--- config.mk ---
export PLATFORM = sky130hd
export DESIGN_NAME = control_fsm_flat
export DESIGN_NICKNAME = d
export VERILOG_FILES = /design/src/rtl/control_fsm_if.sv /design/src/rtl/control_fsm.sv /design/src/flat_wrapper.sv
export SDC_FILE = /design/constraint.sdc
export NUM_CORES = 1
export LEC_CHECK = 0
export ABC_CLOCK_PERIOD_IN_PS = 2600
export CORE_UTILIZATION = 41
export CTS_CLUSTER_DIAMETER = 80
export DETAILED_ROUTE_END_ITERATION = 8
export HOLD_SLACK_MARGIN = 0.02
export PLACE_DENSITY = 0.83
export RECOVER_POWER = 25
export SETUP_SLACK_MARGIN = 0.2
export SLEW_MARGIN = 10
export SYNTH_ARGS = -nofsm -noshare
export SYNTH_HDL_FRONTEND = slang
export SYNTH_SLANG_ARGS = --single-unit
--- constraint.sdc ---
create_clock -name clk -period 2.6 [get_ports clk]
set_clock_uncertainty 0.05 [all_clocks]
set_input_delay 0.26 -clock clk [delete_from_list [all_inputs] [get_ports clk]]
set_output_delay 0.26 -clock clk [all_outputs]
set_load 0.05 [all_outputs]
--- src/rtl/control_fsm_if.sv ---
// Control bundle between the multicycle control FSM and its datapath.
// The illegal_instr flag exists only when ILLEGAL_TRAP_EN is defined.
interface control_fsm_if;
    logic [6:0] op;
    logic [2:0] funct3;
    logic       funct7b5;
    logic       zero;
    logic       pc_write;
    logic       adr_src;
    logic       mem_write;
    logic       ir_write;
    logic       we_rf;
    logic [1:0] result_src;
    logic [1:0] alu_src_a;
    logic [1:0] alu_src_b;
    logic [2:0] alu_control;
    logic [1:0] imm_src;
`ifdef ILLEGAL_TRAP_EN
    logic       illegal_instr;
`endif

    modport master (
        input  op, funct3, funct7b5, zero,
`ifdef ILLEGAL_TRAP_EN
        output illegal_instr,
`endif
        output pc_write, adr_src, mem_write, ir_write, we_rf,
        output result_src, alu_src_a, alu_src_b, alu_control, imm_src
    );

    modport slave (
        output op, funct3, funct7b5, zero,
`ifdef ILLEGAL_TRAP_EN
        input  illegal_instr,
`endif
        input  pc_write, adr_src, mem_write, ir_write, we_rf,
        input  result_src, alu_src_a, alu_src_b, alu_control, imm_src
    );
endinterface

--- src/rtl/control_fsm.sv ---
// Multicycle RISC-V control FSM (lw, sw, R-type, I-type ALU, jal, beq).
// Optional macro ILLEGAL_TRAP_EN adds a sticky ERROR state for unknown opcodes.
module control_fsm (
    input  logic            clk,
    input  logic            rst_n,
    control_fsm_if.master   bus
);

    localparam logic [6:0] OP_LW   = 7'b0000011;
    localparam logic [6:0] OP_SW   = 7'b0100011;
    localparam logic [6:0] OP_R    = 7'b0110011;
    localparam logic [6:0] OP_I    = 7'b0010011;
    localparam logic [6:0] OP_JAL  = 7'b1101111;
    localparam logic [6:0] OP_BEQ  = 7'b1100011;

    typedef enum logic [3:0] {
        S_FETCH    = 4'd0,
        S_DECODE   = 4'd1,
        S_MEMADR   = 4'd2,
        S_MEMREAD  = 4'd3,
        S_MEMWB    = 4'd4,
        S_MEMWRITE = 4'd5,
        S_EXECUTER = 4'd6,
        S_EXECUTEI = 4'd7,
        S_ALUWB    = 4'd8,
        S_BEQ      = 4'd9,
        S_JAL      = 4'd10
`ifdef ILLEGAL_TRAP_EN
        , S_ERROR  = 4'd11
`endif
    } state_t;

    state_t     state_r;
    state_t     state_next_s;

    logic       pc_write_s;
    logic       adr_src_s;
    logic       mem_write_s;
    logic       ir_write_s;
    logic       we_rf_s;
    logic [1:0] result_src_s;
    logic [1:0] alu_src_a_s;
    logic [1:0] alu_src_b_s;
    logic [2:0] alu_control_s;
    logic [1:0] imm_src_s;
    logic       illegal_s;

    // Subtract only for R-type with funct7 bit 5 set; I-type addi never subtracts.
    function automatic logic [2:0] funct_alu(input logic [6:0] op_v,
                                             input logic [2:0] f3,
                                             input logic       f7b5);
        case (f3)
            3'b000:  return (op_v[5] & f7b5) ? 3'b001 : 3'b000;
            3'b010:  return 3'b101;
            3'b110:  return 3'b011;
            3'b111:  return 3'b010;
            default: return 3'b000;
        endcase
    endfunction

    function automatic logic [1:0] imm_decode(input logic [6:0] op_v);
        case (op_v)
            OP_SW:   return 2'b01;
            OP_BEQ:  return 2'b10;
            OP_JAL:  return 2'b11;
            default: return 2'b00;
        endcase
    endfunction

    // State register; reset lands in FETCH asynchronously.
    always_ff @(posedge clk or negedge rst_n) begin
        if (!rst_n) begin
            state_r <= S_FETCH;
        end else begin
            state_r <= state_next_s;
        end
    end

    // Next-state and Moore output decode; everything is forced low while in reset.
    always_comb begin
        state_next_s  = state_r;
        pc_write_s    = 1'b0;
        adr_src_s     = 1'b0;
        mem_write_s   = 1'b0;
        ir_write_s    = 1'b0;
        we_rf_s       = 1'b0;
        result_src_s  = 2'b00;
        alu_src_a_s   = 2'b00;
        alu_src_b_s   = 2'b00;
        alu_control_s = 3'b000;
        imm_src_s     = 2'b00;
        illegal_s     = 1'b0;
        if (!rst_n) begin
            state_next_s = S_FETCH;
        end else begin
            imm_src_s = imm_decode(bus.op);
            case (state_r)
                S_FETCH: begin
                    ir_write_s   = 1'b1;
                    alu_src_b_s  = 2'b10;
                    result_src_s = 2'b10;
                    pc_write_s   = 1'b1;
                    state_next_s = S_DECODE;
                end
                S_DECODE: begin
                    alu_src_a_s = 2'b01;
                    alu_src_b_s = 2'b01;
                    case (bus.op)
                        OP_LW, OP_SW: state_next_s = S_MEMADR;
                        OP_R:         state_next_s = S_EXECUTER;
                        OP_I:         state_next_s = S_EXECUTEI;
                        OP_JAL:       state_next_s = S_JAL;
                        OP_BEQ:       state_next_s = S_BEQ;
`ifdef ILLEGAL_TRAP_EN
                        default:      state_next_s = S_ERROR;
`else
                        default:      state_next_s = S_FETCH;
`endif
                    endcase
                end
                S_MEMADR: begin
                    alu_src_a_s = 2'b10;
                    alu_src_b_s = 2'b01;
                    if (bus.op == OP_LW) begin
                        state_next_s = S_MEMREAD;
                    end else begin
                        state_next_s = S_MEMWRITE;
                    end
                end
                S_MEMREAD: begin
                    adr_src_s    = 1'b1;
                    state_next_s = S_MEMWB;
                end
                S_MEMWB: begin
                    result_src_s = 2'b01;
                    we_rf_s      = 1'b1;
                    state_next_s = S_FETCH;
                end
                S_MEMWRITE: begin
                    adr_src_s    = 1'b1;
                    mem_write_s  = 1'b1;
                    state_next_s = S_FETCH;
                end
                S_EXECUTER: begin
                    alu_src_a_s   = 2'b10;
                    alu_control_s = funct_alu(bus.op, bus.funct3, bus.funct7b5);
                    state_next_s  = S_ALUWB;
                end
                S_EXECUTEI: begin
                    alu_src_a_s   = 2'b10;
                    alu_src_b_s   = 2'b01;
                    alu_control_s = funct_alu(bus.op, bus.funct3, bus.funct7b5);
                    state_next_s  = S_ALUWB;
                end
                S_ALUWB: begin
                    we_rf_s      = 1'b1;
                    state_next_s = S_FETCH;
                end
                S_JAL: begin
                    alu_src_a_s  = 2'b01;
                    alu_src_b_s  = 2'b10;
                    pc_write_s   = 1'b1;
                    state_next_s = S_ALUWB;
                end
                // Branch target was computed in DECODE; the compare result gates the PC load.
                S_BEQ: begin
                    alu_src_a_s   = 2'b10;
                    alu_control_s = 3'b001;
                    pc_write_s    = bus.zero;
                    state_next_s  = S_FETCH;
                end
`ifdef ILLEGAL_TRAP_EN
                S_ERROR: begin
                    illegal_s    = 1'b1;
                    state_next_s = S_ERROR;
                end
`endif
                default: begin
                    state_next_s = S_FETCH;
                end
            endcase
        end
    end

    assign bus.pc_write    = pc_write_s;
    assign bus.adr_src     = adr_src_s;
    assign bus.mem_write   = mem_write_s;
    assign bus.ir_write    = ir_write_s;
    assign bus.we_rf       = we_rf_s;
    assign bus.result_src  = result_src_s;
    assign bus.alu_src_a   = alu_src_a_s;
    assign bus.alu_src_b   = alu_src_b_s;
    assign bus.alu_control = alu_control_s;
    assign bus.imm_src     = imm_src_s;
`ifdef ILLEGAL_TRAP_EN
    assign bus.illegal_instr = illegal_s;
`else
    logic unused_illegal_s;
    assign unused_illegal_s = illegal_s;
`endif

endmodule

--- src/flat_wrapper.sv ---
// flat-port wrapper written by rule: the top's interface ports become plain ports
module control_fsm_flat 
  (clk, rst_n, bus_op, bus_funct3, bus_funct7b5, bus_zero, bus_pc_write, bus_adr_src, bus_mem_write, bus_ir_write, bus_we_rf, bus_result_src, bus_alu_src_a, bus_alu_src_b, bus_alu_control, bus_imm_src);
  control_fsm_if bus_i ();
  input  logic clk;
  input  logic rst_n;
  input wire logic [$bits(bus_i.op)-1:0] bus_op;
  input wire logic [$bits(bus_i.funct3)-1:0] bus_funct3;
  input wire logic [$bits(bus_i.funct7b5)-1:0] bus_funct7b5;
  input wire logic [$bits(bus_i.zero)-1:0] bus_zero;
  output wire logic [$bits(bus_i.pc_write)-1:0] bus_pc_write;
  output wire logic [$bits(bus_i.adr_src)-1:0] bus_adr_src;
  output wire logic [$bits(bus_i.mem_write)-1:0] bus_mem_write;
  output wire logic [$bits(bus_i.ir_write)-1:0] bus_ir_write;
  output wire logic [$bits(bus_i.we_rf)-1:0] bus_we_rf;
  output wire logic [$bits(bus_i.result_src)-1:0] bus_result_src;
  output wire logic [$bits(bus_i.alu_src_a)-1:0] bus_alu_src_a;
  output wire logic [$bits(bus_i.alu_src_b)-1:0] bus_alu_src_b;
  output wire logic [$bits(bus_i.alu_control)-1:0] bus_alu_control;
  output wire logic [$bits(bus_i.imm_src)-1:0] bus_imm_src;
  assign bus_i.op = bus_op;
  assign bus_i.funct3 = bus_funct3;
  assign bus_i.funct7b5 = bus_funct7b5;
  assign bus_i.zero = bus_zero;
  assign bus_pc_write = bus_i.pc_write;
  assign bus_adr_src = bus_i.adr_src;
  assign bus_mem_write = bus_i.mem_write;
  assign bus_ir_write = bus_i.ir_write;
  assign bus_we_rf = bus_i.we_rf;
  assign bus_result_src = bus_i.result_src;
  assign bus_alu_src_a = bus_i.alu_src_a;
  assign bus_alu_src_b = bus_i.alu_src_b;
  assign bus_alu_control = bus_i.alu_control;
  assign bus_imm_src = bus_i.imm_src;
  control_fsm u_core (.clk(clk), .rst_n(rst_n), .bus(bus_i));
endmodule
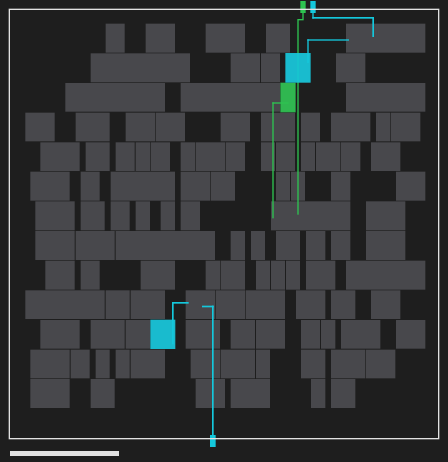
*Port wiring*
Scale bar: 10 um.
legend:
  cyan:
    port: bus_alu_src_b
    bits: 2
    direction: output
    end_cells: 2
    buffers: 2
    wire: 31.2 um
  green:
    port: bus_adr_src
    bits: 1
    direction: output
    end_cells: 1
    buffers: 1
    wire: 30.9 um

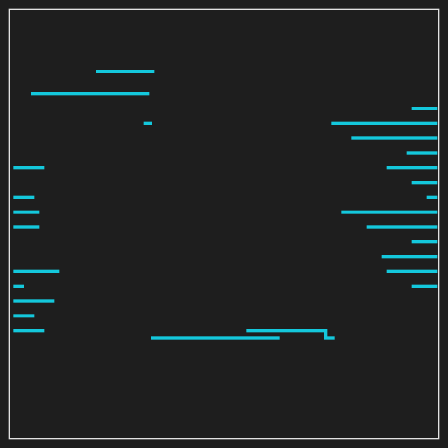
*Signal wires on met3*
main direction: horizontal
share of all routed wire: 7.0%
longest straight run: 11.5 um
nets with wire on the layer: 26
wire length on this layer: 113 um

-- cell families (layout without fill, tap and decap cells) --
group | after synthesis | after routing | synth area share [%]
buffers and inverters | 8 | 36 | 6.578
and+or+nand+nor | 48 | 48 | 46.93
xor gates and xnor gates | 3 | 3 | 4.606
AOI/OAI and AO/OA | 20 | 20 | 24.34
DFF | 4 | 4 | 17.54
-- how the worst max path moves through the flow --
stage / slack (ps) / from / end / cells after the start
global route: 500 / u_core.state_r[3]$_DFF_PN0_ / bus_alu_control[2] / 4
CTS: 630 / u_core.state_r[3]$_DFF_PN0_ / bus_alu_control[2] / 4
global placement: 700 / bus_op[5] / bus_imm_src[1] / 5
detailed placement: 670 / bus_op[5] / bus_imm_src[1] / 5
finish: 620 / u_core.state_r[3]$_DFF_PN0_ / bus_alu_control[2] / 4
floorplan: 330 / u_core.state_r[3]$_DFF_PN0_ / bus_pc_write / 4
-- cells in the final DEF, fill, tap and decap left out, types with 2 or more instances in the layout --
cell type	n
a21o_1	2
nor2_1	10
and3_1	3
nand2_1	8
dfrtp_1	4
xnor2_1	3
nor3_1	5
inv_2	2
buf_12	5
nand3_1	5
clkbuf_4	3
buf_4	12
nor2b_1	3
a21oi_1	5
clkdlybuf4s50_1	12
a32oi_1	3
o21a_1	2
nor3b_1	3
nand2b_1	4
-- stage by stage --
step | cells | instance area, sq um
3_5_place_dp | 123 | 883.3
4_1_cts | 126 | 905.9
5_1_grt | 126 | 900.9
6_report | 126 | 900.9
3_3_place_gp | 123 | 883.3
2_1_floorplan | 83 | 570.5
-- where the power goes --
| part | switching [mW] | internal (mW) |
|---|---|---|
| Clock | 0.0267 | 0.0517 |
| Sequential | 0.00432 | 0.0639 |
| Combinational | 0.0565 | 0.0417 |
==> impl_metrics.yaml <==
# generated from flow reports
global_routing:
  grt_max_degree: 16
  grt_util_all_layers_pct: 23.75
  grt_pass1_vias: 620
logic_synthesis:
  yosys-top-cells-count: "nor2_1 (10), nand2_1 (8), a21oi_1 (5), nand3_1 (5), nor3_1 (5)"
  ys_seq_share_pct: 17.54
  async_flop_share_pct: 100.0
  most_common_cell: "nor2_1"
  yosys.area.top_type: "dfrtp_1"
  topCellsByArea: "dfrtp_1 (18%), nor2_1 (6.6%), nand2_1 (5.3%)"
  edf_count: 0
  ys_warn_count: 0
  ff_type: "dfrtp_1"
clock_network:
  post_cts_resized: 0
  insertion_delay_ps: 230
  post_cts_buffers: 0
  cts_buffer_depth: 2
final_layout:
  layout.nets: 127
  comb_cells: 71
  buffers_excl_clock: 30
  top_area_cell_class: "logic gates"
  antennaDiodeCount: 0
detailed_routing:
  routed_wl_um: 1618
  highest_layer: "met4"
  vias: 714
  wl_met3_um: 112
  ant_nets: 0
  drt-initial-drc-count: 9
  first_pass_iters: 4
floorplan:
  fp.dieH_um: 39.31
  fp_util_pct: 43.85
  core_sq_mm: 0.001301
setup_path:
  r2r_cells: 4
  cp-start-kind: "register"
  crit_path_cell_trace: "nor2b_1 > nand3_1 > nor3_1 > buf_12"
pwr:
  p_leak_nw: 0.3822
run_status:
  outcome: "completed"
job:
  warnings: 26
final_timing:
  finalSetupTns_ps: 0
  setup_ws_ps: 622.3
  worst_slew_pin_slew_ps: 512.6
place:
  globalplace.congestion: 0.7780
No activity file was given, so power comes from the tool's default toggle rates.
